`src/rtl/ucode_sequencer.sv`:
```
// ---------------------------------------------------------------------------
// ucode_sequencer
//
// Microcode responder for the fetch-stage multiply trap. When fetch traps a
// MUL-class opcode it freezes the PC and hands over the opcode, rd, rs and
// imm fields. This block replays the multiply as a stream of ghost
// instructions (MOVI/MOV/ADD/SUBI/CMPI) over a valid/ready handshake. Then it
// pulses ucode_done so fetch can resume.
//
// Register-count loops are steered by the zero flag that execute returns for
// each CMPI, so no branch instruction is ever emitted.
//
// Instruction format: {op[6:0], rd[3:0], rs[3:0], 1'b0, imm[15:0]}.
// The register operand of MOVI/CMPI sits in rd with rs = 0.
// SUBI carries GCNT in both rd and rs.
// The three-register ADD carries rt in imm[3:0].
//
// Optional feature (macro UCODE_IMM_UNROLL_EN):
//   defined   - immediate forms unroll N ADDs from an internal 16-bit counter,
//               with no CMPI/SUBI and no execute feedback.
//   undefined - immediate forms reuse the register-form loop and load the
//               loop counter with MOVI GCNT, #N instead of MOV GCNT, rt.
//
// Ports:
//   clk, rst            clock, synchronous active-high reset
//   trap_valid          fetch presents a trapped opcode (sampled in IDLE only)
//   mul_opcode/rd/rs/imm trapped instruction fields (imm[3:0] = rt in
//                       register forms)
//   ghost_ready         fetch accepts ghost_instruction this cycle
//   exe_flag_valid      execute resolved the last CMPI (used in WAITF only)
//   exe_zero            zero flag of that CMPI
//   ghost_instruction   emitted instruction
//   ghost_valid         ghost_instruction is valid
//   ghost_PC            micro-step index of the current state
//   ucode_flag          sequencer busy
//   ucode_done          one-cycle pulse at the end of a sequence
//   trap_error          one-cycle pulse when an illegal opcode is trapped
// ---------------------------------------------------------------------------
module ucode_sequencer #(
  parameter logic [6:0] OP_MOVI = 7'b0100001,
  parameter logic [6:0] OP_MOV  = 7'b0100000,
  parameter logic [6:0] OP_ADD  = 7'b0000000,
  parameter logic [6:0] OP_SUBI = 7'b0001001,
  parameter logic [6:0] OP_CMPI = 7'b0101001,
  parameter logic [3:0] GACC    = 4'd14,
  parameter logic [3:0] GCNT    = 4'd13
) (
  input  logic        clk,
  input  logic        rst,
  input  logic        trap_valid,
  input  logic [6:0]  mul_opcode,
  input  logic [3:0]  mul_rd,
  input  logic [3:0]  mul_rs,
  input  logic [15:0] mul_imm,
  input  logic        ghost_ready,
  input  logic        exe_flag_valid,
  input  logic        exe_zero,
  output logic [31:0] ghost_instruction,
  output logic        ghost_valid,
  output logic [3:0]  ghost_PC,
  output logic        ucode_flag,
  output logic        ucode_done,
  output logic        trap_error
);

  typedef enum logic [3:0] {
    S_IDLE  = 4'd0,
    S_MOV0  = 4'd1,
    S_LDC   = 4'd2,
    S_CMP   = 4'd3,
    S_WAITF = 4'd4,
    S_ADD   = 4'd5,
    S_SUB   = 4'd6,
    S_WB    = 4'd7,
    S_SETF  = 4'd8,
    S_FIN   = 4'd9
  } state_e;

  state_e      state_q, state_d;
  logic        imm_form_q, imm_form_d;
  logic        setf_q, setf_d;
  logic [3:0]  rd_q, rd_d;
  logic [3:0]  rs_q, rs_d;
  logic [15:0] imm_q, imm_d;
`ifdef UCODE_IMM_UNROLL_EN
  logic [15:0] cnt_q, cnt_d;
`endif

  logic [31:0] ghost_instruction_q, ghost_instruction_d;
  logic        ghost_valid_q, ghost_valid_d;
  logic [3:0]  ghost_pc_q, ghost_pc_d;
  logic        ucode_flag_q, ucode_flag_d;
  logic        ucode_done_q, ucode_done_d;
  logic        trap_error_q, trap_error_d;

  logic        hs;

  // Pack one ghost instruction in the fetch format.
  function automatic logic [31:0] encode(input logic [6:0] op, input logic [3:0] rd,
                                         input logic [3:0] rs, input logic [15:0] imm);
    return {op, rd, rs, 1'b0, imm};
  endfunction

  // Only the four MUL-class encodings are serviced.
  function automatic logic is_mul_opcode(input logic [6:0] op);
    logic legal;
    case (op)
      7'b0010000: legal = 1'b1;
      7'b0011000: legal = 1'b1;
      7'b0110000: legal = 1'b1;
      7'b0111000: legal = 1'b1;
      default:    legal = 1'b0;
    endcase
    return legal;
  endfunction

  assign hs = ghost_valid_q & ghost_ready;

  // Next-state, field latching and loop-counter logic.
  always_comb begin
    state_d      = state_q;
    imm_form_d   = imm_form_q;
    setf_d       = setf_q;
    rd_d         = rd_q;
    rs_d         = rs_q;
    imm_d        = imm_q;
`ifdef UCODE_IMM_UNROLL_EN
    cnt_d        = cnt_q;
`endif
    trap_error_d = 1'b0;

    case (state_q)
      S_IDLE: begin
        if (trap_valid) begin
          imm_form_d = mul_opcode[5];
          setf_d     = mul_opcode[3];
          rd_d       = mul_rd;
          rs_d       = mul_rs;
          imm_d      = mul_imm;
          if (is_mul_opcode(mul_opcode)) begin
            state_d = S_MOV0;
          end else begin
            trap_error_d = 1'b1;
            state_d      = S_IDLE;
          end
        end else begin
          state_d = S_IDLE;
        end
      end
      S_MOV0: begin
        if (hs) begin
`ifdef UCODE_IMM_UNROLL_EN
          if (imm_form_q) begin
            cnt_d   = imm_q;
            state_d = (imm_q != 16'd0) ? S_ADD : S_WB;
          end else begin
            state_d = S_LDC;
          end
`else
          state_d = S_LDC;
`endif
        end else begin
          state_d = S_MOV0;
        end
      end
      S_LDC: begin
        if (hs) begin
          state_d = S_CMP;
        end else begin
          state_d = S_LDC;
        end
      end
      S_CMP: begin
        if (hs) begin
          state_d = S_WAITF;
        end else begin
          state_d = S_CMP;
        end
      end
      S_WAITF: begin
        // The loop exit is decided by execute; nothing is emitted meanwhile.
        if (exe_flag_valid) begin
          state_d = exe_zero ? S_WB : S_ADD;
        end else begin
          state_d = S_WAITF;
        end
      end
      S_ADD: begin
        if (hs) begin
`ifdef UCODE_IMM_UNROLL_EN
          if (imm_form_q) begin
            // cnt holds the ADDs still owed including this one, so 1 means last.
            cnt_d   = cnt_q - 16'd1;
            state_d = (cnt_q == 16'd1) ? S_WB : S_ADD;
          end else begin
            state_d = S_SUB;
          end
`else
          state_d = S_SUB;
`endif
        end else begin
          state_d = S_ADD;
        end
      end
      S_SUB: begin
        if (hs) begin
          state_d = S_CMP;
        end else begin
          state_d = S_SUB;
        end
      end
      S_WB: begin
        if (hs) begin
          state_d = setf_q ? S_SETF : S_FIN;
        end else begin
          state_d = S_WB;
        end
      end
      S_SETF: begin
        if (hs) begin
          state_d = S_FIN;
        end else begin
          state_d = S_SETF;
        end
      end
      S_FIN: begin
        state_d = S_IDLE;
      end
      default: begin
        state_d = S_IDLE;
      end
    endcase
  end

  // Output decode from the upcoming state so every output leaves a flop.
  always_comb begin
    ghost_instruction_d = 32'd0;
    ghost_valid_d       = 1'b0;
    ghost_pc_d          = 4'd0;
    ucode_flag_d        = 1'b1;
    ucode_done_d        = 1'b0;

    case (state_d)
      S_IDLE: begin
        ucode_flag_d = 1'b0;
      end
      S_MOV0: begin
        ghost_valid_d       = 1'b1;
        ghost_pc_d          = 4'd0;
        ghost_instruction_d = encode(OP_MOVI, GACC, 4'd0, 16'd0);
      end
      S_LDC: begin
        ghost_valid_d = 1'b1;
        ghost_pc_d    = 4'd1;
`ifdef UCODE_IMM_UNROLL_EN
        ghost_instruction_d = encode(OP_MOV, GCNT, imm_d[3:0], 16'd0);
`else
        if (imm_form_d) begin
          ghost_instruction_d = encode(OP_MOVI, GCNT, 4'd0, imm_d);
        end else begin
          ghost_instruction_d = encode(OP_MOV, GCNT, imm_d[3:0], 16'd0);
        end
`endif
      end
      S_CMP: begin
        ghost_valid_d       = 1'b1;
        ghost_pc_d          = 4'd2;
        ghost_instruction_d = encode(OP_CMPI, GCNT, 4'd0, 16'd0);
      end
      S_WAITF: begin
        ghost_pc_d = 4'd2;
      end
      S_ADD: begin
        ghost_valid_d       = 1'b1;
        ghost_pc_d          = 4'd3;
        ghost_instruction_d = encode(OP_ADD, GACC, GACC, {12'd0, rs_d});
      end
      S_SUB: begin
        ghost_valid_d       = 1'b1;
        ghost_pc_d          = 4'd4;
        ghost_instruction_d = encode(OP_SUBI, GCNT, GCNT, 16'd1);
      end
      S_WB: begin
        ghost_valid_d       = 1'b1;
        ghost_pc_d          = 4'd5;
        ghost_instruction_d = encode(OP_MOV, rd_d, GACC, 16'd0);
      end
      S_SETF: begin
        ghost_valid_d       = 1'b1;
        ghost_pc_d          = 4'd6;
        ghost_instruction_d = encode(OP_CMPI, rd_d, 4'd0, 16'd0);
      end
      S_FIN: begin
        ucode_flag_d = 1'b0;
        ucode_done_d = 1'b1;
      end
      default: begin
        ucode_flag_d = 1'b0;
      end
    endcase
  end

  // State, latched fields and registered outputs.
  always_ff @(posedge clk) begin
    if (rst) begin
      state_q             <= S_IDLE;
      imm_form_q          <= 1'b0;
      setf_q              <= 1'b0;
      rd_q                <= 4'd0;
      rs_q                <= 4'd0;
      imm_q               <= 16'd0;
`ifdef UCODE_IMM_UNROLL_EN
      cnt_q               <= 16'd0;
`endif
      ghost_instruction_q <= 32'd0;
      ghost_valid_q       <= 1'b0;
      ghost_pc_q          <= 4'd0;
      ucode_flag_q        <= 1'b0;
      ucode_done_q        <= 1'b0;
      trap_error_q        <= 1'b0;
    end else begin
      state_q             <= state_d;
      imm_form_q          <= imm_form_d;
      setf_q              <= setf_d;
      rd_q                <= rd_d;
      rs_q                <= rs_d;
      imm_q               <= imm_d;
`ifdef UCODE_IMM_UNROLL_EN
      cnt_q               <= cnt_d;
`endif
      ghost_instruction_q <= ghost_instruction_d;
      ghost_valid_q       <= ghost_valid_d;
      ghost_pc_q          <= ghost_pc_d;
      ucode_flag_q        <= ucode_flag_d;
      ucode_done_q        <= ucode_done_d;
      trap_error_q        <= trap_error_d;
    end
  end

  assign ghost_instruction = ghost_instruction_q;
  assign ghost_valid       = ghost_valid_q;
  assign ghost_PC          = ghost_pc_q;
  assign ucode_flag        = ucode_flag_q;
  assign ucode_done        = ucode_done_q;
  assign trap_error        = trap_error_q;

endmodule
```
`config.mk`:
```
export PLATFORM = sky130hd
export DESIGN_NAME = ucode_sequencer
export DESIGN_NICKNAME = d
export VERILOG_FILES = /design/src/rtl/ucode_sequencer.sv
export SDC_FILE = /design/constraint.sdc
export NUM_CORES = 1
export LEC_CHECK = 0
export CORE_ASPECT_RATIO = 1.75
export CORE_MARGIN = 2
export CORE_UTILIZATION = 35
export CTS_CLUSTER_SIZE = 30
export DETAILED_ROUTE_END_ITERATION = 10
export HOLD_SLACK_MARGIN = 0.03
export PLACE_DENSITY = 0.63
export SYNTH_ARGS = -nofsm -noshare
export SYNTH_HDL_FRONTEND = slang
export SYNTH_SLANG_ARGS = --single-unit
```
`constraint.sdc`:
```
create_clock -name clk -period 3.9 [get_ports clk]
set_input_delay 0.39 -clock clk [delete_from_list [all_inputs] [get_ports clk]]
set_output_delay 0.39 -clock clk [all_outputs]
set_load 0.02 [all_outputs]
```
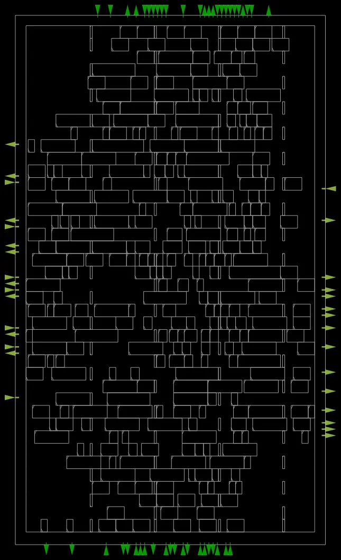
Fig. 1. Cell placement (run 1).
fillers: 653
Tapcell Cnt: 84
core area: 6760 µm²

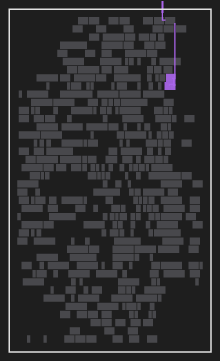
Fig. 2. Wires at chosen ports, followed through buffers (run 1).
Scale: 3 px per µm.
| port | colour | bits | direction | edge | end cells | buffers | wire |
|---|---|---|---|---|---|---|---|
| exe_flag_valid | purple | 1 | input | top | 3 | 1 | 29.2 µm |
Port Buffer Count: 70
I/O pins: 77

==> results_slide.txt, run 1 <==
Synthesis and Place & Route Summary

Status
  – Outcome: finished, final reports clean

Clock network
  – # resized after CTS: 0
  – Num CTS Buffers: 9
  – Clock transition at the registers of the reported paths: 0.05 ns
  – Clk buf depth: 2
  – CTS root buf: clkbuf_16
  – Clk sink count: 64
  – CTS Hold Bufs: 0
  – H-tree levels: 3
  – Worst skew pair latency: 0.32 ns

Setup path
  – WP depth: 6
  – Worst setup path end: ghost_instruction[9]
  – CP startpoint: ghost_ready
  – Worst path cell trace: clkdlybuf4s50_1, and3_1, mux2_2, nor2_1, nand3b_1, nor3_1
  – Worst flop-to-flop path startpoint: state_q[1]
  – Crit Path Class: in2reg
  – Crit path arrival time: 2.93 ns
  – R2R Path End: ghost_instruction[9]
  – Worst r2r path cells: 5

Global routing
  – Global router's overall resource usage: 0.165
  – First-pass GRT wire length: 9270 µm

Yosys
  – Yosys Chip Area: 2410 µm²
  – Mapped Cells: 260
  – Post-synth cell types: 40
  – Post-synth regs: 64
  – Post-synthesis sequential area ratio: 0.532
  – Netlist Area Pre-Place: 2410 µm²
  – Async set-or-reset flop fraction in the synthesized netlist: 0
  – Post-synth top area share: 0.532
  – Top cells, area: dfxtp_1 53%, mux2i_1 8.7%, nor2_1 5.3%, a21oi_1 4.4%, nor3_1 3.5%

Pwr
  – Seq pwr: 0.682 mW
  – Clk pwr: 0.848 mW
  – Logic power comb: 0.128 mW
  – Comb power frac: 0.077
  – Pwr dens: 480 nW/µm²
  – Sequential share of power: 0.411
  – Int Power: 1.31 mW
  – Switching power: 0.345 mW

Die
  – Chip width: 66.7 µm
  – Die Height: 114 µm
  – Num rows: 40
  – Initial Utilization: 0.356

STA
  – RSZ-0062 raised after global routing: false
  – Setup TNS: 0 ns
  – Least-Margin Pin Slew: 0.739 ns

Cells and area
  – Layout Nets: 364
  – # clk buffers: 11
  – Commonest Layout Cell: clkdlybuf4s50_1
  – Combinational share of cell area: 0.298
  – Logic area: 1030 µm²
  – Dominant class by area: sequential cells
  – # diodes: 0
  – Registers: 64
  – Flop area: 1280 µm²
  – #MultiIn Comb: 179

Detailed routing
  – ANT nets after route: 0
  – Drt wl/cell: 13.7 µm

Run
  – Tally of OpenROAD warnings: 26

Min path
  – Worst hold path class: reg2reg

Placement
  – Routability cong.: 0.805
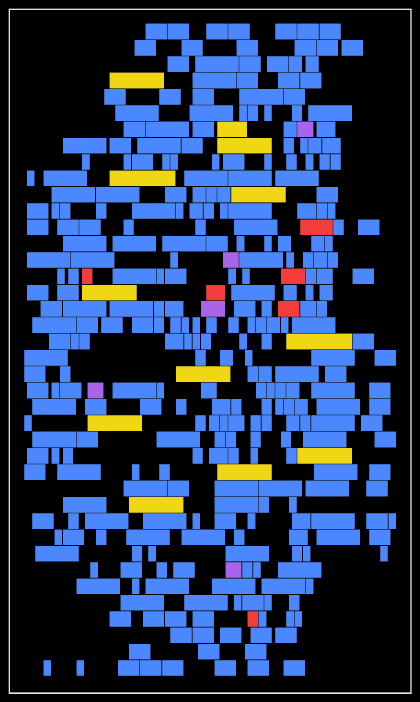
Fig. 3. Drive-strength map (run 1).
Scale: 6 px per µm.
| size | colour | cells | share |
|---|---|---|---|
| _6 and larger | yellow | 12 | 3.6% |
| _0 and _1 cells | blue | 309 | 93% |
| _3 and _4 cells | purple | 5 | 1.5% |
| _2 cells | red | 6 | 1.8% |
final instance area: 3450 µm²
area grow syn2layout: 43.3%

run 1: layer usage:
layer	part of all wire	track usage	routed length (µm)	up-vias
met4	0.041	0.113	233	0
met2	0.55	0.289	3150	67
met5	0	0	0	-
met3	0.045	0.0355	257	15
li1	-	-	-	1031
met1	0.36	0.167	2060	934
run 1: synthesized netlist by cell type (2+ instances only):
master / number
nor2_1: 34
mux2i_1: 21
nand3_1: 13
buf_2: 4
a31oi_1: 4
buf_4: 6
nor3_1: 17
or3_1: 3
nor2b_1: 2
o31a_1: 2
o21ai_1: 6
a21oi_1: 21
o21ai_0: 4
nand2_1: 20
o32ai_1: 2
and3_1: 3
nand2b_1: 2
o2bb2ai_1: 2
dfxtp_1: 64
clkbuf_1: 10
run 1: stage by stage:
| step | hold WS [ns] | area (µm²) | total power [mW] | std cells | util |
|---|---|---|---|---|---|
| floorplan | 0.437 | 2430 | 0.771 | 265 | - |
| global placement | 0.450 | 3130 | 0.823 | 400 | 0.463 |
| global route | 0.494 | 3450 | 1.72 | 416 | 0.511 |
| finish | 0.465 | 3450 | 1.66 | 416 | 0.511 |
| CTS | 0.464 | 3450 | 1.67 | 416 | 0.511 |
| detailed placement | 0.460 | 3130 | 0.825 | 400 | 0.463 |
run 1: logic make-up (layout without fill, tap and decap cells):
group | Yosys count | in the layout | synth area share
other cells | 1 | 6 | 0.00156
buf+inv | 22 | 89 | 0.0488
compound gates | 47 | 47 | 0.120
flops | 64 | 64 | 0.532
mux | 22 | 22 | 0.0919
simple gates | 104 | 104 | 0.206
run 1: worst min path at each step:
stage,cells after the start,from,endpoint,slack (ns)
floorplan,2,setf_q,setf_q,0.44
global placement,2,setf_q,setf_q,0.45
detailed placement,2,setf_q,setf_q,0.46
CTS,2,rst,state_q[2],0.46
global route,2,rst,state_q[0],0.49
finish,2,setf_q,setf_q,0.46
==> run 2: changes to the inputs <==
--- a/config.mk
+++ b/config.mk
@@ -11,7 +11,7 @@
 export CTS_CLUSTER_SIZE = 30
 export DETAILED_ROUTE_END_ITERATION = 10
 export HOLD_SLACK_MARGIN = 0.03
-export PLACE_DENSITY = 0.63
+export PLACE_DENSITY = 0.66
 export SYNTH_ARGS = -nofsm -noshare
 export SYNTH_HDL_FRONTEND = slang
 export SYNTH_SLANG_ARGS = --single-unit
==> constraint.sdc (replaced) <==
create_clock -name clk -period 2.45 [get_ports clk]
set_input_delay 0.245 -clock clk [delete_from_list [all_inputs] [get_ports clk]]
set_output_delay 0.245 -clock clk [all_outputs]
set_load 0.02 [all_outputs]
==> run 2 against run 1 <==
Critical path depth unchanged. Clock skew down 0.00077 ns. Synthesized area unchanged. Via count up 5.7%. First-iteration DRC count down 28%. Hold slack worse by 0.11 ns. Synthesized cell count unchanged.
==> results_slide.txt, run 2 <==
Synthesis and Place & Route Summary

Clock network
  – CTS root buf: clkbuf_16
  – Clk buf depth: 2
  – Clock transition at the registers of the reported paths: 0.05 ns
  – Worst skew pair latency: 0.32 ns
  – CTS tree: done
  – H-tree levels: 3
  – CTS Hold Bufs: 0
  – Num CTS Buffers: 9
  – # resized after CTS: 0
  – Clk sink count: 64

Yosys
  – Post-synthesis sequential area ratio: 0.532
  – Async set-or-reset flop fraction in the synthesized netlist: 0
  – Netlist Area Pre-Place: 2410 µm²
  – Post-synth top cells: 64 x dfxtp_1, 34 x nor2_1, 21 x a21oi_1, 21 x mux2i_1, 20 x nand2_1
  – Top cells, area: dfxtp_1 53%, mux2i_1 8.7%, nor2_1 5.3%, a21oi_1 4.4%, nor3_1 3.5%
  – Yosys Chip Area: 2410 µm²
  – Flip-flops with a built-in enable: 0
  – Top-count cell post-synth: dfxtp_1
  – Post-synth regs: 64
  – Post-synth top area share: 0.532
  – Mapped Cells: 260
  – Post-synth cell types: 40

Setup path
  – Crit Path Class: reg2reg
  – Crit path arrival time: 2.46 ns
  – Worst path required time: 2.71 ns
  – Slowest CP cell: or4_4
  – Worst path cell trace: nor2_1, and3_1, a211o_1, or2_1, or4_4, a21oi_2
  – Crit end category: register
  – Critical path fanouts, max: 11

Placement
  – Routability cong.: 0.826
  – Post-DP HPWL: 4420 µm
  – Placed cell area: 3260 µm²
  – Cell Count Post-Placement: 418
  – Port Buffer Count: 70

Cells and area
  – Area grow syn2layout: 46.1%
  – Final instance area: 3520 µm²
  – Max reg flops: 27
  – Final core occ: 0.521
  – # diodes: 0
  – Layout Nets: 382
  – Fillers: 660

Min path
  – Worst hold path class: in2reg

STA
  – Setup TNS: 0 ns
  – Final Cycle Share: 0.898
  – Fin. Hold Viols: 0
  – Final Max Slew Viols: 0
  – Fmax: 455 MHz
  – Hold slack final: 0.354 ns
  – RSZ-0062 raised after global routing: false

Detailed routing
  – Final WL: 5880 µm
  – DR WL met2: 3210 µm
  – Met3 Wirelength: 288 µm
  – Drt wl/cell: 13.6 µm
  – ANT nets after route: 0
  – M1 WL: 2120 µm
  – Max Used Layer: met4

Pwr
  – Leakage power: 1.37 nW
  – Power, Total: 2.38 mW
  – Peak supply drop: 0.355 mV
  – Pwr dens: 678 nW/µm²

Die
  – Chip area: 7590 µm²
  – Chip width: 66.7 µm
  – Die Height: 114 µm
  – Core area: 6760 µm²
  – Initial Utilization: 0.356
  – I/O pins: 77

Global routing
  – Global router's overall resource usage: 0.168
  – First-pass GRT wire length: 9370 µm

Run
  – Tally of OpenROAD warnings: 26

Status
  – Outcome: finished, final reports clean
-- run 2: cell counts after synthesis --
No cell type changed its count.
-- run 2: kinds of logic (layout without fill, tap and decap cells) --
group | Yosys count | count (layout) | share of synthesized area
compound gates | 47 | 47 | 0.120
simple gates | 104 | 104 | 0.206
other cells | 1 | 6 | 0.00156
mux | 22 | 22 | 0.0919
flops | 64 | 64 | 0.532
buf+inv | 22 | 105 | 0.0488
-- run 2: final cells by class --
type                    instances  area [µm²]  share of cell area
clock buffers                  13         250              0.0711
flip-flops and latches         64        1280               0.364
inverters                       1        3.75             0.00107
repair buffers                 90         846               0.240
multi-input cells             179        1030               0.292
well taps                      84         105              0.0299
clock inverters                 1        5.00             0.00142
-- run 2: power by group --
part,internal [mW],total [mW],switching [mW]
Combinational,0.109,0.218,0.108
Sequential,1.08,1.09,0.00989
Clock,0.696,1.08,0.383
-- run 2: final timing paths --
path,endpoint,cells past startpoint,start
worst min register to register,rs_q[0],2,rs_q[0]
worst max register to register,ghost_instruction[18],6,state_q[2]
worst min-delay path,state_q[0],2,rst
worst max-delay path,ghost_instruction[18],6,state_q[2]
-- run 2: worst max-delay path, delay by kind of cell (launching register included) --
family	cells	cell delay [ns]
flops	1	0.47
simple gates	4	1.22
compound gates	2	0.44
-- run 2: metal layers --
metal	vias up	track usage
li1	1071	-
met2	64	0.291
met4	0	0.105
met1	1010	0.165
met5	-	0
met3	19	0.0582
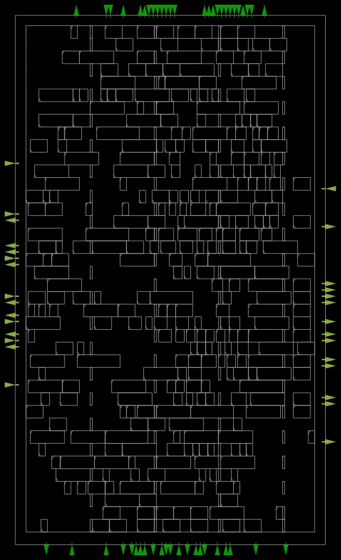
Fig. 4. Cell placement (run 2).
num rows: 40
Non-Filler Instances: 432
Seq/total area: 0.364

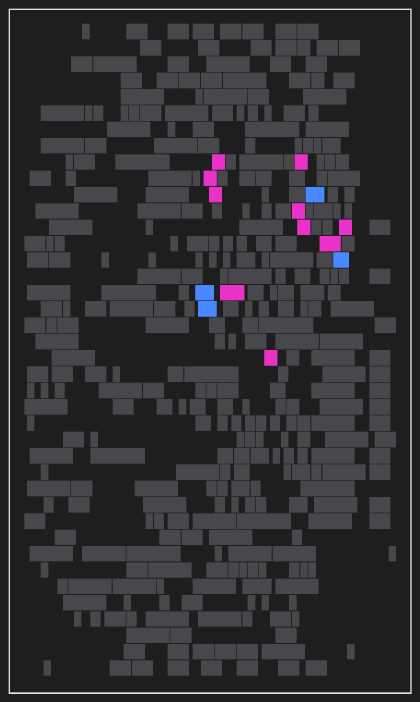
Fig. 5. Logic cells by family (run 2).
Scale: 6 px per µm.
| family | colour | cells |
|---|---|---|
| AND-OR and OR-AND gates | blue | 4 |
| AND and OR gates | magenta | 10 |
combinational share of cell area: 0.292
Commonest Layout Cell: clkdlybuf4s50_1

Power figures rest on the tool's default switching activity, not on a simulated workload.
